==> images/pins.png <==
Drawn at 6 px/um. Pins as bars across the die edge, other pins in gray.
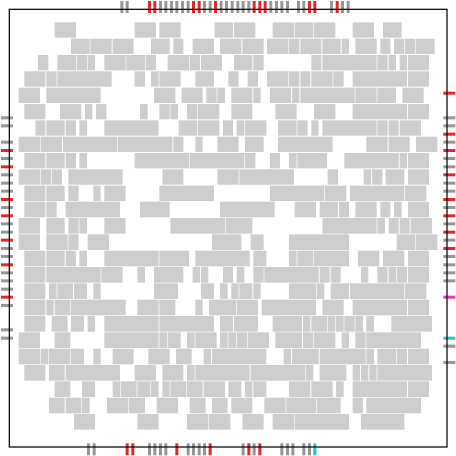
==> images/metal_stack.png <==
Drawn at 6 px/um. Only two layers are drawn.
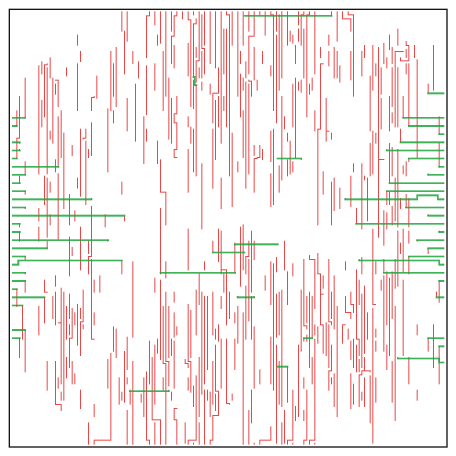
==> images/final_placement.png <==
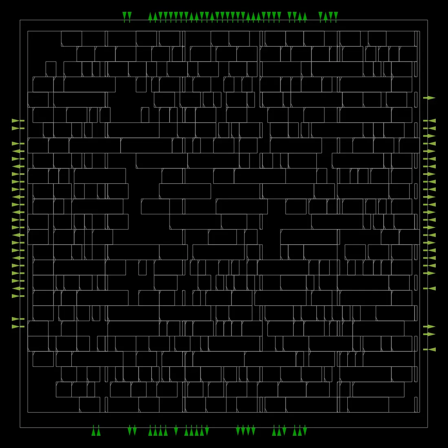
==> images/port_nets.png <==
Drawn at 4 px/um.
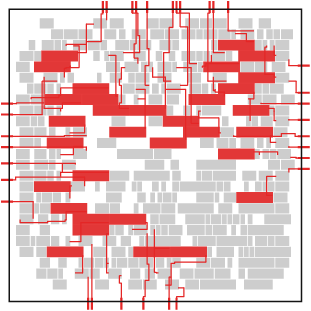
==> images/drive_strength.png <==
Drawn at 6 px/um.
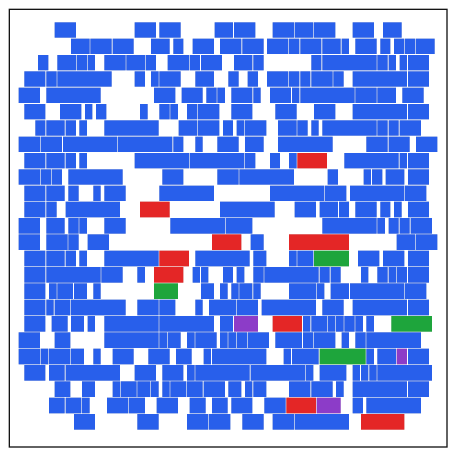
<file path="src/rtl/gen3_lane_scrambler.sv">
// gen3_lane_scrambler: per-lane 128b/130b transmit scrambling stage.
// Words from the block framer are XORed with the lane LFSR keystream
// according to the block class latched at the sync header. The stage also
// drives the LFSR advance/reseed strobes and registers the result toward
// the gearbox with one cycle of latency.
//
// Block tracking state:
//   state                  | meaning
//   in_block=0             | idle, waiting for a word carrying in_block_start
//   in_block=1, word_idx=n | inside a block, word n is the next expected word
//   blk_class              | DATA / TS / SKP / EIEOS / EIOS, latched at word 0

module gen3_lane_scrambler (
    input  logic        pclk,
    input  logic        reset_n,
    input  logic        in_valid,
    input  logic [31:0] in_data,
    input  logic        in_block_start,
    input  logic [1:0]  in_sync_hdr,
    input  logic [1:0]  in_os_type,
    input  logic [31:0] ks_data,
    output logic        ks_advance,
    output logic        ks_seed_load,
    output logic        out_valid,
    output logic [31:0] out_data,
    output logic [1:0]  out_sync_hdr,
    output logic        out_block_start,
    output logic        err_framing
);

    typedef enum logic [2:0] {
        CLS_DATA  = 3'd0,
        CLS_TS    = 3'd1,
        CLS_SKP   = 3'd2,
        CLS_EIEOS = 3'd3,
        CLS_EIOS  = 3'd4
    } blk_class_t;

    logic [1:0]  word_idx;
    logic        in_block;
    blk_class_t  blk_class;

    logic [1:0]  nxt_word_idx;
    logic        nxt_in_block;
    blk_class_t  nxt_blk_class;

    logic        accept;
    logic        drop;
    logic        hdr_bad;
    blk_class_t  hdr_class;
    blk_class_t  cur_class;
    logic [1:0]  cur_idx;
    logic [31:0] mask;
    logic [31:0] scrambled;
    logic        err_now;

    assign accept  = in_valid & (in_block_start | in_block);
    assign drop    = in_valid & ~in_block_start & ~in_block;
    // A start word uses the class and index implied by its own header.
    assign cur_class = in_block_start ? hdr_class : blk_class;
    assign cur_idx   = in_block_start ? 2'd0 : word_idx;

    // Decode the sync header and ordered-set type into a block class.
    always_comb begin
        hdr_bad   = 1'b0;
        hdr_class = CLS_DATA;
        case (in_sync_hdr)
            2'b10: hdr_class = CLS_DATA;
            2'b01: begin
                case (in_os_type)
                    2'd0:    hdr_class = CLS_TS;
                    2'd1:    hdr_class = CLS_SKP;
                    2'd2:    hdr_class = CLS_EIEOS;
                    default: hdr_class = CLS_EIOS;
                endcase
            end
            default: begin
                hdr_bad   = 1'b1;
                hdr_class = CLS_DATA;
            end
        endcase
    end

    // Block tracking state register.
    always_ff @(posedge pclk or negedge reset_n) begin
        if (!reset_n) begin
            word_idx  <= 2'd0;
            in_block  <= 1'b0;
            blk_class <= CLS_DATA;
        end else begin
            word_idx  <= nxt_word_idx;
            in_block  <= nxt_in_block;
            blk_class <= nxt_blk_class;
        end
    end

    // Next-state: advance the word index on every accepted word; word 3 closes the block.
    always_comb begin
        nxt_word_idx  = word_idx;
        nxt_in_block  = in_block;
        nxt_blk_class = blk_class;
        if (accept) begin
            nxt_blk_class = cur_class;
            nxt_word_idx  = cur_idx + 2'd1;
            nxt_in_block  = (cur_idx != 2'd3);
        end
    end

    // Output logic: keystream mask, LFSR strobes and framing error detection.
    always_comb begin
        mask = 32'h0000_0000;
        case (cur_class)
            CLS_DATA: mask = 32'hFFFF_FFFF;
            CLS_TS:   mask = (cur_idx == 2'd0) ? 32'hFFFF_FF00 : 32'hFFFF_FFFF;
            default:  mask = 32'h0000_0000;
        endcase
        scrambled    = in_data ^ (ks_data & mask);
        ks_advance   = reset_n & accept & (cur_class != CLS_SKP);
        ks_seed_load = reset_n & accept & (cur_class == CLS_EIEOS) & (cur_idx == 2'd3);
        err_now      = drop | (accept & in_block_start & (in_block | hdr_bad));
    end

    // Output register toward the gearbox; data and header hold when idle.
    always_ff @(posedge pclk or negedge reset_n) begin
        if (!reset_n) begin
            out_valid       <= 1'b0;
            out_data        <= 32'h0000_0000;
            out_sync_hdr    <= 2'b00;
            out_block_start <= 1'b0;
            err_framing     <= 1'b0;
        end else begin
            out_valid       <= accept;
            out_block_start <= accept & in_block_start;
            err_framing     <= err_now;
            if (accept) begin
                out_data <= scrambled;
            end
            if (accept && in_block_start) begin
                out_sync_hdr <= in_sync_hdr;
            end
        end
    end

endmodule

</file>
<file path="config.mk">
export PLATFORM = sky130hd
export DESIGN_NAME = gen3_lane_scrambler
export DESIGN_NICKNAME = d
export VERILOG_FILES = /design/src/rtl/gen3_lane_scrambler.sv
export SDC_FILE = /design/constraint.sdc
export NUM_CORES = 1
export LEC_CHECK = 0
export CAP_MARGIN = 20
export CORE_UTILIZATION = 45
export CTS_BUF_LIST = sky130_fd_sc_hd__clkbuf_8
export CTS_CLUSTER_DIAMETER = 150
export CTS_CLUSTER_SIZE = 40
export DETAILED_ROUTE_END_ITERATION = 10
export GPL_TIMING_DRIVEN = 0
export PLACE_DENSITY = 0.95
export REMOVE_ABC_BUFFERS = 1
export SLEW_MARGIN = 25
export SYNTH_ARGS = -nofsm -noshare
export SYNTH_HDL_FRONTEND = slang
export SYNTH_SLANG_ARGS = --single-unit
</file>
<file path="constraint.sdc">
create_clock -name pclk -period 5.3 [get_ports pclk]
set_input_delay 0.795 -clock pclk [delete_from_list [all_inputs] [get_ports pclk]]
set_output_delay 0.795 -clock pclk [all_outputs]
set_load 0.01 [all_outputs]
</file>
==> job_summary.md <==
## Synthesis and layout report

| Metric | Value |
|---|---|
| DRC viols | `0` |
| Clock network fraction of total power | `0.230` |
| Pwr/cell area | `between 200 and 300 mW/mm2` |
| Setup violation total in the final timing report | `0` |
| Top cells by area | `sky130_fd_sc_hd__dfrtp_1, sky130_fd_sc_hd__xor2_1, sky130_fd_sc_hd__o21ai_0, sky130_fd_sc_hd__nand2_1, sky130_fd_sc_hd__nand3_1` |
| Total setup buffers inserted after CTS | `0` |
| Worst slack, placed | `between 0.9 and 1 ns` |
| Unrepaired setup endpoints after global routing | `no` |
| Endpoint class of the critical path | `primary output` |
| Int Power | `0.690 mW` |
| Top achievable clock speed | `roughly 230 MHz` |
| Final Hold Vio Count | `0` |
| Placed Area | `about 0.0034 mm2` |
| Maxcap violations | `0` |
| Cell count along the critical path | `7` |
| Wire length of the first global-routing pass | `between 8000 and 9000 um` |
| Post-layout nets | `around 430` |
| Rel. slew slack | `0.452` |
| Post-route minimum period | `roughly 4.4 ns` |
| Standby leakage power | `between 1.5 and 2 nW` |
| Yosys stat cell total | `around 250` |
| Post-synthesis sequential element count | `~43` |
| Largest Pwr Group | `sequential cells` |
| Yosys chip area | `roughly 0.0022 mm2` |
| Core Util, Final | `0.743` |
| Top cell type by total area after synthesis | `sky130_fd_sc_hd__dfrtp_1` |
| Clock transition at path regs | `0.08 ns` |
| Delay-heaviest family, CP | `buffers and inverters` |
| Power dissipated in combinational cells | `between 0.3 and 0.4 mW` |
| Layout filler cell count | `between 300 and 400` |
| Synth warn | `0` |
| Number of H-tree branching levels | `2` |
| Cts-stage hold buffer count | `0` |
| Final Max Tran Viols | `0` |
| Part of the power in combinational logic | `0.339` |
| Clk_skew | `0.00405 ns` |
| Cell types with the highest counts after synthesis | `sky130_fd_sc_hd__dfrtp_1, sky130_fd_sc_hd__nand2_1, sky130_fd_sc_hd__o21ai_0, sky130_fd_sc_hd__nand3_1, sky130_fd_sc_hd__xor2_1` |
| Number of vias per cell after detailed routing | `5.00` |
| Fraction of layout cells with a size suffix above 1 | `0.0453` |
| Synth unique cells | `28` |
| Run status | `finished, final reports clean` |
| Routability congestion estimate | `around 0.75` |
| Most numerous logic cell after layout | `sky130_fd_sc_hd__clkdlybuf4s50_1` |
| Most instantiated library cell after synthesis | `sky130_fd_sc_hd__dfrtp_1` |
| Post-route fraction of the period consumed by the critical path | `0.824` |
| Core area | `approximately 0.0048 mm2` |
| Post-route standard cell area excluding fillers | `around 0.0035 mm2` |
| Mean cell area of the mapped netlist | `~9.1 um2` |
| P&R area growth vs syn | `57.1%` |
| Seq group | `around 0.42 mW` |
| Initial DRT Pass Iterations | `4` |
| Register area share after synthesis | `0.478` |
| Die span in y | `between 70 and 80 um` |
| Worst setup path category | `in2out` |
| Most common logic cells in the final layout | `sky130_fd_sc_hd__clkdlybuf4s50_1, sky130_fd_sc_hd__dfrtp_1, sky130_fd_sc_hd__nand2_1` |
| Chip footprint | `0.00529 mm2` |
| Placed Cells | `around 410` |
| Routed Antenna Nets | `0` |
| Maximum number of buffers from clock root to sink | `2` |
| Arrival time reported for the critical path endpoint | `approximately 3.6 ns` |
| Portion of synthesized cell area occupied by the leading cell type | `0.478` |
| Worst slew pin tran | `0.818 ns` |
| Critical path required time | `4.51 ns` |
| Fraction of registers with async set or reset after synthesis | `1.00` |
| Instance count of the mapped netlist | `roughly 250` |
| Cells resized by post-CTS repair | `0` |
Back to the opening pictures, pins.png:
`in_block_start`: shown in magenta, pins 1, direction input, edge right. `out_sync_hdr`: shown in cyan, pins 2, direction output, edge 1 bottom, 1 right. `out_data`: shown in red, pins 32, direction output, edge 11 top, 8 right, 7 left, 6 bottom.
All pins by edge: 36 top, 26 right, 25 left, 24 bottom.

Back to the opening pictures, metal_stack.png:
met2: shown in red, wire length 2870 um. met3: shown in green, wire length 321 um.
Routed WL: 5520 um
Total GRT Usage: 0.217
via count: 2098
Routed WL per cell: 13.1 um

Back to the opening pictures, final_placement.png:
number of sequential cells: 43
final cell count without fillers: 420

Back to the opening pictures, port_nets.png:
`out_data`: shown in red, bits 32, direction output, edge 11 top, 8 right, 7 left, 6 bottom, end cells 32, wire 762 um.
total I/O pin count: 111
Port Buf Inserts: 110

Back to the opening pictures, drive_strength.png:
drive 1 or less: shown in blue, cells 337. drive 6 and up: shown in red, cells 9. drive 2: shown in purple, cells 3. drive 3 to 4: shown in green, cells 4.

## cell families (layout without fill, tap and decap cells)
family / count (synthesis) / after routing / synth area share
mux: 1 / 1 / 0.00501
simple gates: 87 / 87 / 0.181
fa+ha+maj: 6 / 6 / 0.0334
buf+inv: 29 / 136 / 0.0551
flops: 43 / 43 / 0.478
compound gates: 56 / 56 / 0.154
xor+xnor: 24 / 24 / 0.0934
## per-layer routing
layer / up-vias / track usage / part of all wire
li1: 1047 / - / -
met2: 66 / 0.402 / 0.52
met5: - / 0 / 0
met3: 5 / 0.0414 / 0.058
met1: 980 / 0.250 / 0.41
met4: 0 / 0.0741 / 0.013
## layout make-up
class | count | area (um2) | area share
clock buffers | 7 | 96.3 | 0.0273
clock inverters | 1 | 3.75 | 0.00106
inverters | 16 | 60.1 | 0.0170
multi-input cells | 174 | 1070 | 0.303
flip-flops and latches | 43 | 1080 | 0.305
well taps | 67 | 83.8 | 0.0237
repair buffers | 112 | 1140 | 0.324
## how the worst min path moves through the flow
stage,from,end,depth (start not counted)
after global routing,reset_n,out_data[1],1
after CTS,reset_n,out_valid,1
final,reset_n,out_block_start,1
after detailed placement,out_data[11],out_data[11],2
after floorplan,word_idx[0],word_idx[0],2
after global placement,word_idx[0],word_idx[0],2
## worst register-to-register path, delay by kind of cell (launching register included)
kind	cells	cell delay, ns
AOI/OAI and AO/OA	2	0.79
DFF	1	0.43
and+or+nand+nor	2	0.79
## state kept, by name, summed over array words and instances, names as in the netlist
name and cells:
out_sync_hdr 2, blk_class 3, err_framing 1, out_data 32, in_block 1, out_block_start 1
word_idx 2, out_valid 1
Power is estimated from default activity; no workload was simulated.
